===== src/rtl/crc_tx_serializer.sv =====
// rtl/crc_tx_serializer.sv - byte-to-bit serializer feeding the serial LFSR CRC stage
// Payload bits go out LSB-first under ser_active, then a CRC_WIDTH shift-out window, then a done cycle.
module crc_tx_serializer #(
   parameter int DATA_WIDTH = 8,
   parameter int CRC_WIDTH  = 8,
   parameter int MAX_BYTES  = 16,
   localparam int LEN_W     = $clog2(MAX_BYTES + 1)
) (
   input  logic                  clk,
   input  logic                  rst,
   input  logic [DATA_WIDTH-1:0] in_data,
   input  logic                  in_valid,
   input  logic                  in_last,
   output logic                  in_ready,
   output logic                  ser_data,
   output logic                  ser_active,
   output logic                  crc_phase,
   output logic                  frame_done,
   output logic [LEN_W-1:0]      frame_len,
   output logic                  underrun_err,
   output logic                  len_err
);

   localparam int CNT_MAX = (DATA_WIDTH > CRC_WIDTH) ? DATA_WIDTH : CRC_WIDTH;
   localparam int CNT_W   = $clog2(CNT_MAX + 1);

   localparam logic [CNT_W-1:0] BIT_LAST = CNT_W'(DATA_WIDTH - 1);
   localparam logic [CNT_W-1:0] CRC_LAST = CNT_W'(CRC_WIDTH - 1);
   localparam logic [LEN_W-1:0] MAX_B    = LEN_W'(MAX_BYTES);

   typedef enum logic [1:0] {
      S_IDLE,
      S_SHIFT,
      S_CRC,
      S_DONE
   } state_t;

   state_t                state_q, state_d;
   logic [DATA_WIDTH-1:0] shreg_q, shreg_d;
   logic [CNT_W-1:0]      cnt_q, cnt_d;
   logic [LEN_W-1:0]      byte_q, byte_d;
   logic [LEN_W-1:0]      len_q, len_d;
   logic                  last_q, last_d;
   logic                  under_q, under_d;
   logic                  lenerr_q, lenerr_d;

   logic bit_end;
   logic xfer;

   assign bit_end = (cnt_q == BIT_LAST);

   // A next word is only taken on the final bit of the current one, so the stream stays gap-free.
   assign in_ready = !rst && ((state_q == S_IDLE) ||
                              ((state_q == S_SHIFT) && bit_end && !last_q && (byte_q < MAX_B)));
   assign xfer     = in_valid && in_ready;

   always_comb begin
      state_d  = state_q;
      shreg_d  = shreg_q;
      cnt_d    = cnt_q;
      byte_d   = byte_q;
      len_d    = len_q;
      last_d   = last_q;
      under_d  = 1'b0;
      lenerr_d = 1'b0;
      case (state_q)
         S_IDLE: begin
            if (xfer) begin
               shreg_d = in_data;
               last_d  = in_last;
               byte_d  = LEN_W'(1);
               cnt_d   = '0;
               state_d = S_SHIFT;
            end
         end
         S_SHIFT: begin
            shreg_d = shreg_q >> 1;
            cnt_d   = cnt_q + CNT_W'(1);
            if (bit_end) begin
               cnt_d = '0;
               if (xfer) begin
                  shreg_d = in_data;
                  last_d  = in_last;
                  byte_d  = byte_q + LEN_W'(1);
               end else begin
                  state_d = S_CRC;
                  if (!last_q) begin
                     if (byte_q == MAX_B) lenerr_d = 1'b1;
                     else                 under_d  = 1'b1;
                  end
               end
            end
         end
         S_CRC: begin
            cnt_d = cnt_q + CNT_W'(1);
            if (cnt_q == CRC_LAST) begin
               cnt_d   = '0;
               len_d   = byte_q;
               state_d = S_DONE;
            end
         end
         S_DONE: begin
            state_d = S_IDLE;
         end
         default: begin
            state_d = S_IDLE;
         end
      endcase
   end

   always_ff @(posedge clk) begin
      if (rst) begin
         state_q  <= S_IDLE;
         shreg_q  <= '0;
         cnt_q    <= '0;
         byte_q   <= '0;
         len_q    <= '0;
         last_q   <= 1'b0;
         under_q  <= 1'b0;
         lenerr_q <= 1'b0;
      end else begin
         state_q  <= state_d;
         shreg_q  <= shreg_d;
         cnt_q    <= cnt_d;
         byte_q   <= byte_d;
         len_q    <= len_d;
         last_q   <= last_d;
         under_q  <= under_d;
         lenerr_q <= lenerr_d;
      end
   end

   assign ser_active   = (state_q == S_SHIFT);
   assign ser_data     = ser_active && shreg_q[0];
   assign crc_phase    = (state_q == S_CRC);
   assign frame_done   = (state_q == S_DONE);
   assign frame_len    = len_q;
   assign underrun_err = under_q;
   assign len_err      = lenerr_q;

endmodule


===== config.mk =====
export PLATFORM = sky130hd
export DESIGN_NAME = crc_tx_serializer
export DESIGN_NICKNAME = d
export VERILOG_FILES = /design/src/rtl/crc_tx_serializer.sv
export SDC_FILE = /design/constraint.sdc
export NUM_CORES = 1
export LEC_CHECK = 0
export ABC_CLOCK_PERIOD_IN_PS = 2500
export CORE_MARGIN = 2
export CORE_UTILIZATION = 52
export CTS_CLUSTER_SIZE = 16
export DETAILED_ROUTE_END_ITERATION = 8
export MAX_ROUTING_LAYER = met4
export PLACE_DENSITY = 0.78
export RECOVER_POWER = 25
export SYNTH_ARGS = -nofsm -noshare
export SYNTH_HDL_FRONTEND = slang
export SYNTH_SLANG_ARGS = --single-unit

===== constraint.sdc =====
create_clock -name clk -period 2.5 [get_ports clk]
set_clock_uncertainty 0.2 [all_clocks]
set_input_delay 0.25 -clock clk [delete_from_list [all_inputs] [get_ports clk]]
set_output_delay 0.25 -clock clk [all_outputs]
set_load 0.005 [all_outputs]

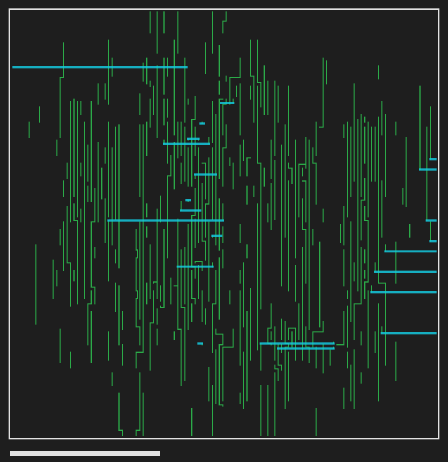
(run_1/metal_stack.png)
Bar = 20 um. Only two layers are drawn.
color	layer	wire length
green	met2	1,800 um
cyan	met3	111 um

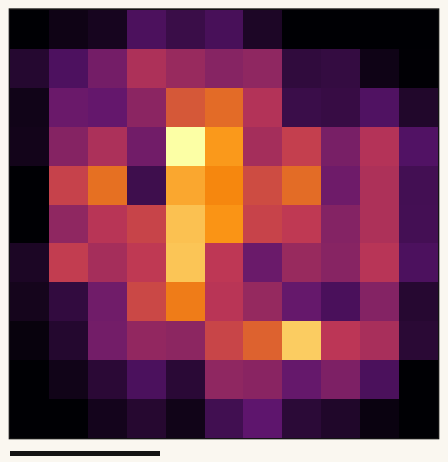
(run_1/wire_density.png)
Bar = 20 um. The die is cut into 11 by 11 equal tiles; black is low, pale yellow is high, scaled to the fullest tile. Values are wire area over tile area, all layers added.
fullest tile	0.53
nearly empty tiles	11%
mean over tiles	0.16
densest ninth of the die	middle
tiles over half the peak	21%
aggregate global-route resource usage: 22.8%
post-detailed-route wirelength per cell: 14.7 um
Vias: 1,362
total wire length after detailed routing: 3370 um

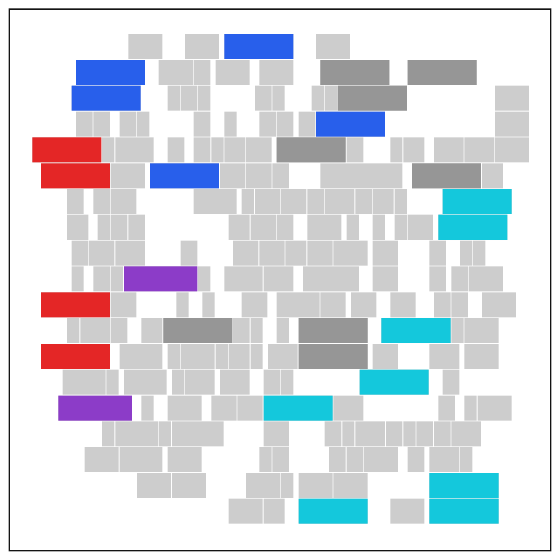
(run_1/registers.png)
color	name in the netlist	placed flops
blue	`frame_len`	5
red	`cnt_q`	4
purple	`state_q`	2
cyan	`shreg_q`	8

==> run notes, run 1 <==
Here are the numbers from the latest Yosys + OpenROAD run.

The flow ran to the end, and the final reports show no timing, DRC or antenna violations. The post-synth net total is 190. More flip-flops sit in one register than any other, and that register is shreg_q.

The kind of cell adding the most delay to the critical path is buffers and inverters. The share of final layout cell area taken by non-clock buffers is 17.5%. The largest total area in the synthesized netlist belongs to sky130_fd_sc_hd__dfxtp_1. The core utilization of the finished layout is 65.1%.

Summing all non-filler instances in the final layout gives an area of 1760 um2. The tally of OpenROAD warnings came out at 31. The tree is rooted in a sky130_fd_sc_hd__clkbuf_4.

The area of the multi-input gates is 800 um2. The power after layout is 1.38 mW. The most frequent cell on the critical path is sky130_fd_sc_hd__inv_1. The flip-flop count of the largest register, all copies and words added is 8. The power density over the cells came out at 780 nW/um2. The starting density of the core is 53.7%. The worst setup path is launched from a flip-flop. The type recorded for the worst min-delay path is flip-flop to flip-flop. The total cell area reported by yosys after synthesis is 1460 um2. The die width came out at 56.9 um.

Measured along the y axis, the die boundary spans 56.9 um. According to the timing report, the critical path is launched from state_q[1]$_SDFFE_PP0P_. IR analysis of the VDD net gives a maximum drop of 0.570 mV. The sequential share of power is 40.6%. The row count came out at 19. In the final layout, the clock buffer count is 3.

The post-route report lists met1 wire length as 1400 um. By area the synthesized netlist is led by sky130_fd_sc_hd__dfxtp_1, sky130_fd_sc_hd__ha_1, sky130_fd_sc_hd__nand3_1, sky130_fd_sc_hd__o21ai_0, sky130_fd_sc_hd__a311oi_1. The filler cell count in the final layout came out at 229. The CTS H-tree depth came out at 1. The clock insertion delay at the later pin of the skew report came out at 0.33 ns. The power dissipated in combinational cells is 627 uW. The met2 usage in global routing came out at 41.2%. The terminus of the critical flop-to-flop path is byte_q[0]$_SDFFE_PP0P_. The logic depth of the worst register-to-register path is 7. Yosys instantiated no cell more often than sky130_fd_sc_hd__dfxtp_1. Pins over their slew limit in the final report were tallied at 0. The final timing report gives a worst setup slack of 0.0767 ns. The switching part of the total came out at 39.1%. The number of resized instances in the post-cts repair step is 0.

In this run, synthesis produced a sequential element count of 27. The and-or/or-and share of the synthesized area came out at 22.4%. The clock tree buffer depth is 2. The flop count came out at 27. Global routing put the most usage on met2. The placed cell area is 1700 um2.
==> run 2: changes to the inputs <==
--- a/config.mk
+++ b/config.mk
@@ -6,6 +6,7 @@
 export NUM_CORES = 1
 export LEC_CHECK = 0
 export ABC_CLOCK_PERIOD_IN_PS = 2500
+export CORE_ASPECT_RATIO = 1.5
 export CORE_MARGIN = 2
 export CORE_UTILIZATION = 52
 export CTS_CLUSTER_SIZE = 16
@@ -16,3 +17,4 @@
 export SYNTH_ARGS = -nofsm -noshare
 export SYNTH_HDL_FRONTEND = slang
 export SYNTH_SLANG_ARGS = --single-unit
+export TNS_END_PERCENT = 50
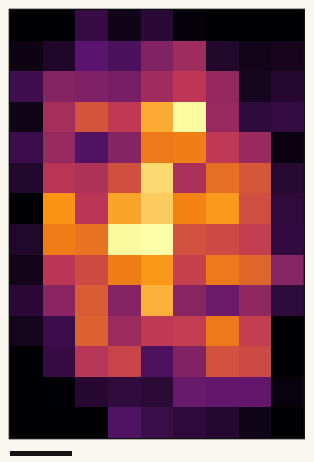
(run_2/wire_density.png)
Bar = 10 um. The die is cut into 9 by 14 equal tiles; black is low, pale yellow is high, scaled to the fullest tile. Values are wire area over tile area, all layers added.
tiles over half the peak	32%
emptiest ninth of the die	top right
densest ninth of the die	middle
fullest tile	0.48

==> run 2 against run 1 <==
- global-route usage is 0.54 points higher
- register-to-register slack is essentially flat
- total power is 6.6% higher
- clock power up 34%
- area after synthesis stayed put
- maximum frequency up 0.33%
- first-iteration DRC count increased by 2.7%
==> run notes, run 2 <==
Here are the numbers from the latest Yosys + OpenROAD run.

The flop count came to 27 (unchanged). The filler cell count in the final layout was 238 (+3.9%). The most frequent cell on the critical path is sky130_fd_sc_hd__inv_1. The kind of cell with the highest combined delay along the critical path is buffers and inverters. The detailed-route via count is 1,367 (+0.37%). The number of register bits inferred by synthesis came out at 27 (unchanged).

The power dissipated in combinational cells came out at 650 uW (+3.7%). The number of resized instances in the post-cts repair step came out at 0 (unchanged). In this run, synthesis inferred 0 flip-flops with an integrated enable. The terminus of the critical flop-to-flop path is byte_q[4]$_SDFFE_PP0P_. The total non-filler cell area in the finished layout is 1790 um2 (+1.7%). The routed wirelength normalized by instance count is 14.3 um (-2.7%).

The final hold slack is 0.259 ns. The switching part of the total is 38.5% (-0.62 points). The and-or/or-and share of the synthesized area came out at 22.4% (unchanged). The share of the synthesized area in the top cell type came out at 37.1%. The die extent in y is 68.8 um (+21%). The category of the worst setup path launch point is a flip-flop. The total wire length is 3350 um (-0.53%). The path class of the tightest hold or removal check is flip-flop to flip-flop. For the final routed database, the setup TNS stands at 0 ns. Per the synthesis report, the dominant area consumer among library cells is sky130_fd_sc_hd__dfxtp_1. The area of the multi-input gates is 810 um2 (+1.3%). The logic depth of the worst register-to-register path came to 6 (-1). The clock tree buffer depth came out at 2 (unchanged). The clock insertion delay at the later pin of the skew report is 0.28 ns (-0.05 ns). The row count came out at 23 (+4). The detailed-routed wire length on met3 is 129 um.

The total cell area reported by yosys after synthesis is 1460 um2 (unchanged). The core utilization of the finished layout came out at 67.0% (+1.9 points). The CTS H-tree depth was 1 (unchanged). Counting flops per register, the top entry is shreg_q. The placed cell area is 1710 um2 (+0.44%). The tally of OpenROAD warnings is 31 (unchanged).

The max-slew violation count came out at 0 (unchanged). After synthesis, the cell types taking the most area are sky130_fd_sc_hd__dfxtp_1, sky130_fd_sc_hd__ha_1, sky130_fd_sc_hd__nand3_1, sky130_fd_sc_hd__o21ai_0, sky130_fd_sc_hd__a311oi_1. The share of final layout cell area taken by non-clock buffers is 16.8% (-0.71 points). The group with the largest share of power is combinational cells. met2 is the most crowded layer. The global-route usage over all layers came to 23.4% (+0.54 points).

The clock tree buffer count of the final layout was 3 (unchanged). The met2 usage in global routing came out at 41.6% (+0.39 points). The run finished with clean final reports.

The post-synth net total came to 190 (unchanged). The setup slack of the critical path after layout is 0.0846 ns (+0.00796 ns). The worst ir drop on vdd was 0.577 mV (+1.2%). The starting density of the core came out at 54.4% (+0.68 points). The power density over the cells is 818 nW/um2 (+4.8%).

Among all cell types in the netlist, the one instantiated most often is sky130_fd_sc_hd__dfxtp_1.
Power is estimated from default activity; no workload was simulated.
